**config.mk**
```make
export PLATFORM = sky130hd
export DESIGN_NAME = revo_lock_sequencer
export DESIGN_NICKNAME = d
export VERILOG_FILES = /design/src/rtl/revo_lock_sequencer_pkg.sv /design/src/rtl/async_event_sync.sv /design/src/rtl/revo_lock_sequencer.sv
export SDC_FILE = /design/constraint.sdc
export NUM_CORES = 1
export LEC_CHECK = 0
export ABC_CLOCK_PERIOD_IN_PS = 4500
export CAP_MARGIN = 40
export CELL_PAD_IN_SITES_DETAIL_PLACEMENT = 1
export CELL_PAD_IN_SITES_GLOBAL_PLACEMENT = 1
export CORE_ASPECT_RATIO = 0.75
export CORE_UTILIZATION = 49
export CTS_BUF_LIST = sky130_fd_sc_hd__clkbuf_4 sky130_fd_sc_hd__clkbuf_8 sky130_fd_sc_hd__clkbuf_16
export DETAILED_ROUTE_END_ITERATION = 6
export MAX_ROUTING_LAYER = met4
export PLACE_DENSITY_LB_ADDON = 0.1
export SKIP_LAST_GASP = 1
export SLEW_MARGIN = 20
export SYNTH_ARGS = -nofsm -noshare
export SYNTH_HDL_FRONTEND = slang
export SYNTH_SLANG_ARGS = --single-unit
export TNS_END_PERCENT = 50
```
**constraint.sdc**
```tcl
create_clock -name local_clock50 -period 4.5 [get_ports local_clock50]
set_input_delay 0.9 -clock local_clock50 [delete_from_list [all_inputs] [get_ports local_clock50]]
set_output_delay 0.9 -clock local_clock50 [all_outputs]
set_load 0.01 [all_outputs]
```
**src/rtl/revo_lock_sequencer_pkg.sv**
```systemverilog
// Shared definitions for the revo lock sequencer: state encoding, default
// timeout constants and a saturating counter helper.
`timescale 1ns/1ps
package revo_lock_sequencer_pkg;

    typedef enum logic [2:0] {
        ST_HOLD     = 3'd0,
        ST_WAIT_PLL = 3'd1,
        ST_SEARCH   = 3'd2,
        ST_RUN      = 3'd3,
        ST_FAIL     = 3'd4
    } state_t;

    localparam int DEF_HOLD_CYCLES       = 1024;
    localparam int DEF_LOCK_TIMEOUT      = 1048576;
    localparam int DEF_PHASE_TIMEOUT     = 4194304;
    localparam int DEF_HEARTBEAT_TIMEOUT = 256;
    localparam int DEF_REVO_TIMEOUT      = 8388608;
    localparam int DEF_MAX_RETRIES       = 3;

    function automatic logic [31:0] sat_inc(input logic [31:0] v);
        return (v == 32'hFFFF_FFFF) ? v : v + 32'd1;
    endfunction

endpackage

```
**src/rtl/async_event_sync.sv**
```systemverilog
// Two-flop synchronizer with change detection; o_event pulses for one cycle
// on every toggle of the input, visible two cycles after the input moves.
`timescale 1ns/1ps
module async_event_sync (
    input  logic local_clock50,
    input  logic reset,
    input  logic i_async,
    output logic o_level,
    output logic o_event
);

    logic r_meta;
    logic r_sync;
    logic r_prev;

    always_ff @(posedge local_clock50 or posedge reset) begin
        if (reset) begin
            r_meta <= 1'b0;
            r_sync <= 1'b0;
            r_prev <= 1'b0;
        end else begin
            r_meta <= i_async;
            r_sync <= r_meta;
            r_prev <= r_sync;
        end
    end

    assign o_level = r_sync;
    assign o_event = r_sync ^ r_prev;

endmodule

```
**src/rtl/revo_lock_sequencer.sv**
```systemverilog
// Clock bring-up sequencer: resets the PLL, waits for PLL and revo phase lock,
// falls back from the remote to the local 509 source and finally gives up.
`timescale 1ns/1ps
module revo_lock_sequencer
    import revo_lock_sequencer_pkg::*;
#(
    parameter int HOLD_CYCLES       = DEF_HOLD_CYCLES,
    parameter int LOCK_TIMEOUT      = DEF_LOCK_TIMEOUT,
    parameter int PHASE_TIMEOUT     = DEF_PHASE_TIMEOUT,
    parameter int HEARTBEAT_TIMEOUT = DEF_HEARTBEAT_TIMEOUT,
    parameter int REVO_TIMEOUT      = DEF_REVO_TIMEOUT,
    parameter int MAX_RETRIES       = DEF_MAX_RETRIES
) (
    input  logic       local_clock50,
    input  logic       reset,
    input  logic       pll_locked,
    input  logic       phase_locked,
    input  logic       heartbeat,
    input  logic       revo_toggle,
    output logic       pll_reset,
    output logic       phase_reset,
    output logic       clock_select,
    output logic       fake_revo_enable,
    output logic       ready,
    output logic       error,
    output logic [2:0] state,
    output logic [1:0] retry_count
);

    logic [3:0] w_async;
    logic [3:0] w_level;
    logic [3:0] w_event;
    logic       w_unused;

    assign w_async = {revo_toggle, heartbeat, phase_locked, pll_locked};

    generate
        for (genvar gi = 0; gi < 4; gi++) begin : g_sync
            async_event_sync u_sync (
                .local_clock50 (local_clock50),
                .reset         (reset),
                .i_async       (w_async[gi]),
                .o_level       (w_level[gi]),
                .o_event       (w_event[gi])
            );
        end
    endgenerate

    logic w_pll_ok, w_phase_ok, w_hb_event, w_revo_event;
    assign w_pll_ok     = w_level[0];
    assign w_phase_ok   = w_level[1];
    assign w_hb_event   = w_event[2];
    assign w_revo_event = w_event[3];
    assign w_unused     = ^{w_level[3:2], w_event[1:0]};

    // Reset release is re-timed here; the FSM is pinned in HOLD until it clears.
    logic [1:0] r_rst_sync;
    always_ff @(posedge local_clock50 or posedge reset) begin
        if (reset) r_rst_sync <= 2'b11;
        else       r_rst_sync <= {r_rst_sync[0], 1'b0};
    end

    state_t      r_state, w_state_next;
    logic [31:0] r_timer, r_hb_timer, r_revo_timer;
    logic        r_clock_select, w_clock_select_next;
    logic [1:0]  r_retry_count, w_retry_next;
    logic        r_fake_revo, w_fake_revo_next;
    logic        r_pll_reset, r_phase_reset, r_ready, r_error;
    logic        w_hb_timeout, w_do_retry, w_do_fallback, w_entry;

    assign w_hb_timeout = !w_hb_event && (r_hb_timer >= 32'(HEARTBEAT_TIMEOUT - 1));

    always_comb begin
        w_state_next        = r_state;
        w_clock_select_next = r_clock_select;
        w_retry_next        = r_retry_count;
        w_fake_revo_next    = r_fake_revo;
        w_do_retry          = 1'b0;
        w_do_fallback       = 1'b0;

        // Branch order encodes the priority: heartbeat > lock loss > timeout > success.
        case (r_state)
            ST_HOLD: begin
                if (r_timer >= 32'(HOLD_CYCLES - 1)) w_state_next = ST_WAIT_PLL;
            end
            ST_WAIT_PLL: begin
                if (w_hb_timeout)                            w_do_fallback = 1'b1;
                else if (r_timer >= 32'(LOCK_TIMEOUT - 1))   w_do_retry    = 1'b1;
                else if (w_pll_ok)                           w_state_next  = ST_SEARCH;
            end
            ST_SEARCH: begin
                if (w_hb_timeout)                            w_do_fallback = 1'b1;
                else if (!w_pll_ok)                          w_state_next  = ST_HOLD;
                else if (r_timer >= 32'(PHASE_TIMEOUT - 1))  w_do_retry    = 1'b1;
                else if (w_phase_ok)                         w_state_next  = ST_RUN;
            end
            ST_RUN: begin
                if (w_hb_timeout)                            w_do_fallback = 1'b1;
                else if (!w_pll_ok)                          w_state_next  = ST_HOLD;
            end
            default: w_state_next = ST_FAIL;
        endcase

        if (w_do_retry) begin
            if (int'(r_retry_count) + 1 >= MAX_RETRIES) begin
                w_do_fallback = 1'b1;
            end else begin
                w_retry_next = r_retry_count + 2'd1;
                w_state_next = ST_HOLD;
            end
        end

        if (w_do_fallback) begin
            if (!r_clock_select) begin
                w_clock_select_next = 1'b1;
                w_retry_next        = 2'd0;
                w_state_next        = ST_HOLD;
            end else begin
                w_state_next = ST_FAIL;
            end
        end

        if (w_state_next == ST_RUN && r_state != ST_RUN) w_retry_next = 2'd0;

        if (w_state_next != ST_RUN || r_state != ST_RUN)     w_fake_revo_next = 1'b0;
        else if (w_revo_event)                               w_fake_revo_next = 1'b0;
        else if (r_revo_timer >= 32'(REVO_TIMEOUT - 1))      w_fake_revo_next = 1'b1;

        if (r_rst_sync[1]) begin
            w_state_next        = ST_HOLD;
            w_clock_select_next = 1'b0;
            w_retry_next        = 2'd0;
            w_fake_revo_next    = 1'b0;
        end
    end

    assign w_entry = (w_state_next != r_state) || r_rst_sync[1];

    always_ff @(posedge local_clock50 or posedge reset) begin
        if (reset) begin
            r_state        <= ST_HOLD;
            r_timer        <= '0;
            r_hb_timer     <= '0;
            r_revo_timer   <= '0;
            r_clock_select <= 1'b0;
            r_retry_count  <= 2'd0;
            r_fake_revo    <= 1'b0;
            r_pll_reset    <= 1'b1;
            r_phase_reset  <= 1'b1;
            r_ready        <= 1'b0;
            r_error        <= 1'b0;
        end else begin
            r_state        <= w_state_next;
            r_timer        <= w_entry ? '0 : sat_inc(r_timer);
            r_hb_timer     <= (w_entry || w_hb_event) ? '0 : sat_inc(r_hb_timer);
            r_revo_timer   <= (w_entry || w_revo_event) ? '0 : sat_inc(r_revo_timer);
            r_clock_select <= w_clock_select_next;
            r_retry_count  <= w_retry_next;
            r_fake_revo    <= w_fake_revo_next;
            r_pll_reset    <= (w_state_next == ST_HOLD) || (w_state_next == ST_FAIL);
            r_phase_reset  <= (w_state_next == ST_HOLD) || (w_state_next == ST_WAIT_PLL) ||
                              (w_state_next == ST_FAIL);
            r_ready        <= (w_state_next == ST_RUN);
            r_error        <= (w_state_next == ST_FAIL);
        end
    end

    assign state            = r_state;
    assign pll_reset        = r_pll_reset;
    assign phase_reset      = r_phase_reset;
    assign clock_select     = r_clock_select;
    assign fake_revo_enable = r_fake_revo;
    assign ready            = r_ready;
    assign error            = r_error;
    assign retry_count      = r_retry_count;

endmodule

```
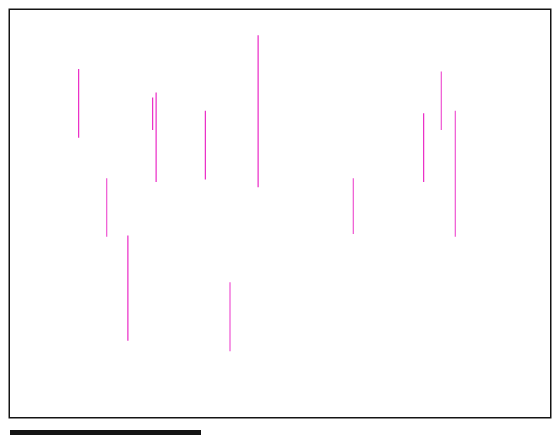
(the metal 4 layer)
Bar = 50 µm.
share of all routed wire	1.3%
wire length on this layer	246 µm
main direction	vertical
final wirelength: 19000 µm
via count: 5981

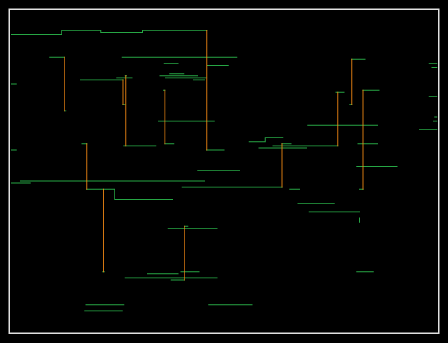
(metal layers overlaid)
Two of the layers only.
colour	layer	wire length
green	metal 3	633 µm
orange	metal 4	246 µm

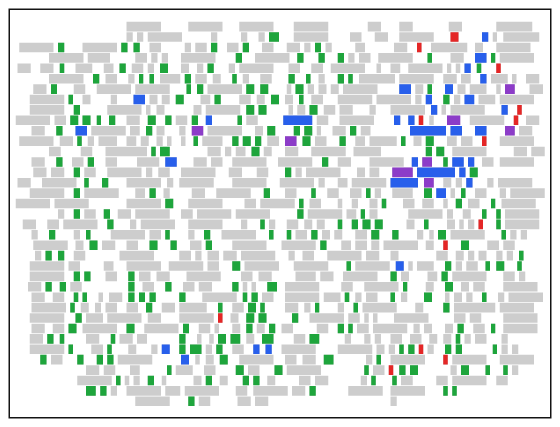
(logic cells by family)
colour	family	cells
blue	aoi and oai cells	33
purple	non-inverting ao/oa cells	8
green	nand cells	227
red	inv cells	13
most frequent logic cell in the layout: dfrtp_1
combinational share of cell area: 47.8%
Post-Layout Cell Count: 986

==> Slide: Implementation Results <==
Flow Results at a Glance

Outcome
  – Status: finished, final reports clean

Flow run
  – Tool Warnings: 28
  – Max-Cap Viols: 0

Power and ir drop
  – Sequential Power Share: 42.8%
  – Switching pwr: roughly 600 µW
  – P per Cell Area: approximately 320 nW/µm²
  – Pwr top: clock
  – Clock Power Share: between 50% and 60%
  – P_comb: 95.1 µW
  – Logic pwr share: 3.7%
  – Sw Share: 24.0%

Hold path
  – Hold Crit Class: flip-flop to flip-flop
  – Worst hold stages: 0
  – Hold Startpoint: g_sync[2].u_sync.r_meta

STA
  – Slew Viols, Final: 0
  – Worst Skew: between 0.01 and 0.015 ns
  – Maximum clock frequency: 294 MHz
  – RSZ-0062 raised after global routing: false
  – Final Hold Vio Count: 0
  – Slew @ Worst Pin: a little over 0.7 ns
  – Final period util: about three quarters
  – Setup WS post-layout: roughly 1.1 ns

Synth
  – Mapped Cells: roughly 780
  – Synth Seq Share: between 40% and 50%
  – AO/OA Area Share: under 10%
  – Asr flop ratio synth: 100%
  – XOR Share, Synth: between 10 and 15%
  – Cell area leaders: dfrtp_1 40%, nand3_1 7.0%, xnor2_1 6.3%, nor3_2 5.6%, nor3_1 5.5%
  – Flip-flops with a built-in enable: 0
  – Synthesized cell area: approximately 7100 µm²
  – Post-synth top cells: 115 x dfrtp_1, 100 x nand3_1, 78 x nor3_1
  – Yosys stat chip area: 7110 µm²
  – Syn. warnings: 0
  – Top logic family: simple AND/OR/NAND/NOR gates
  – Main synth FF type: dfrtp_1
  – Yosys reg bits: between 100 and 150
  – Most frequent cell after synthesis: dfrtp_1
  – Syn Nets: 789
  – Distinct lib cells: 51
  – And+or+nand+nor area frac: a little over a third
  – Mux frac, synth: less than 1%
  – Post-synthesis adder-cell area fraction: 1.06%

Global routing
  – GRT met2 Usage: between 40% and 50%
  – Vias in the first global route: 6306
  – First-pass GRT wire length: about 33000 µm
  – Pin count of the biggest net entering global routing: about 70
  – Global route overflow: 0

Clock tree
  – Late-Pin Clk Latency: around 0.43 ns
  – Clk root buf: clkbuf_16
  – CTS HTree Levels: 4
  – Cts repair resizes: 0
  – Clk pin slew, worst setup/hold paths: 0.06 ns
  – Post-CTS setup buffers: 0
  – Clock Path Buffers: 2
  – Num Clock Sinks: approximately 120
  – Post-cts hold buffer count: 0

Setup path
  – Critical path endpoint category: flip-flop
  – Critical path arrival: roughly 3.7 ns
  – Worst reg-to-reg path cell count: 8
  – Critical path's top delay family: AND-OR/OR-AND gates
  – WP buf/inv: 1
  – Critical path endpoint: r_hb_timer[18]
  – Crit-path max FO: 52
  – Crit-path max cell delay: about 0.62 ns
  – CP Cell Sequence: nor2b_1, nor3b_1, a21oi_1, o211a_1, o21ai_2, o21a_4, buf_12, nor3_1
  – Type of element launching the critical path: flip-flop
  – CP Depth: 8
  – Critical path required time: around 4.8 ns
  – Worst R2R Setup Slack: between 1 and 1.5 ns
  – Reg2reg start: state[1]

Final layout
  – Flop share of the area: 37.1%
  – # clk buffers: 18
  – Repair and plain buffers: 34
  – Final Net Count: ~790
  – Synth-to-layout area growth: 13.0%
  – Top Layout Cells: 115 x dfrtp_1, 100 x nand3_1, 78 x nor3_1, 74 x nand2_1, 49 x xnor2_1
  – MI comb area: ~3800 µm²
  – Clock-cell share: 7.35%
  – Layout cells sized above 1: between 10% and 20%
  – Seq. cell area: between 2000 and 3000 µm²
  – # diodes: 1
  – Largest class: combinational gates
  – Non-Clock Inverter Count: 13

Die
  – Tap Count: roughly 200
  – Die area: approximately 15000 µm²
  – Initial Util: between 50% and 60%
  – # IOs: 17
  – Die width: 141 µm
  – Row count: 37

Routing
  – Via density: between 6 and 7
  – Detail Route Antenna Nets: 0
  – Post-DR wirelength/cell: roughly 19 µm
  – Wire length on met3: approximately 630 µm
  – Highest metal used: met4
  – Residual DRC: 0
  – 1st-pass router iterations: 4
  – WL met2: approximately 9300 µm

Placement
  – Post-Place Setup Slack: 1.19 ns
  – # placed instances: approximately 950
  – Port buffer count: 16
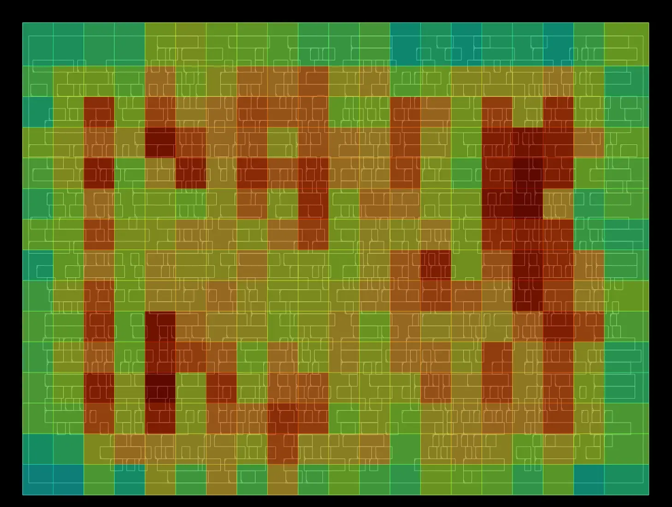
(routing congestion map)
met1 usage: 36.9%
M3 GR Usage: 4.10%

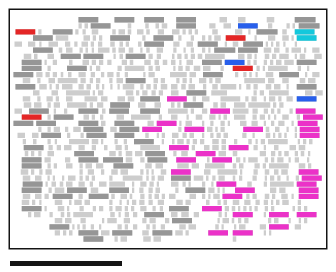
(sequential cells grouped by signal name)
Bar = 50 µm.
colour	netlist name	sequential cells
cyan	retry_count	2
blue	state	3
magenta	r_timer	32
red	g_sync.u_sync.r_meta	4
not coloured	78

Power and IR drop assume default switching activity.
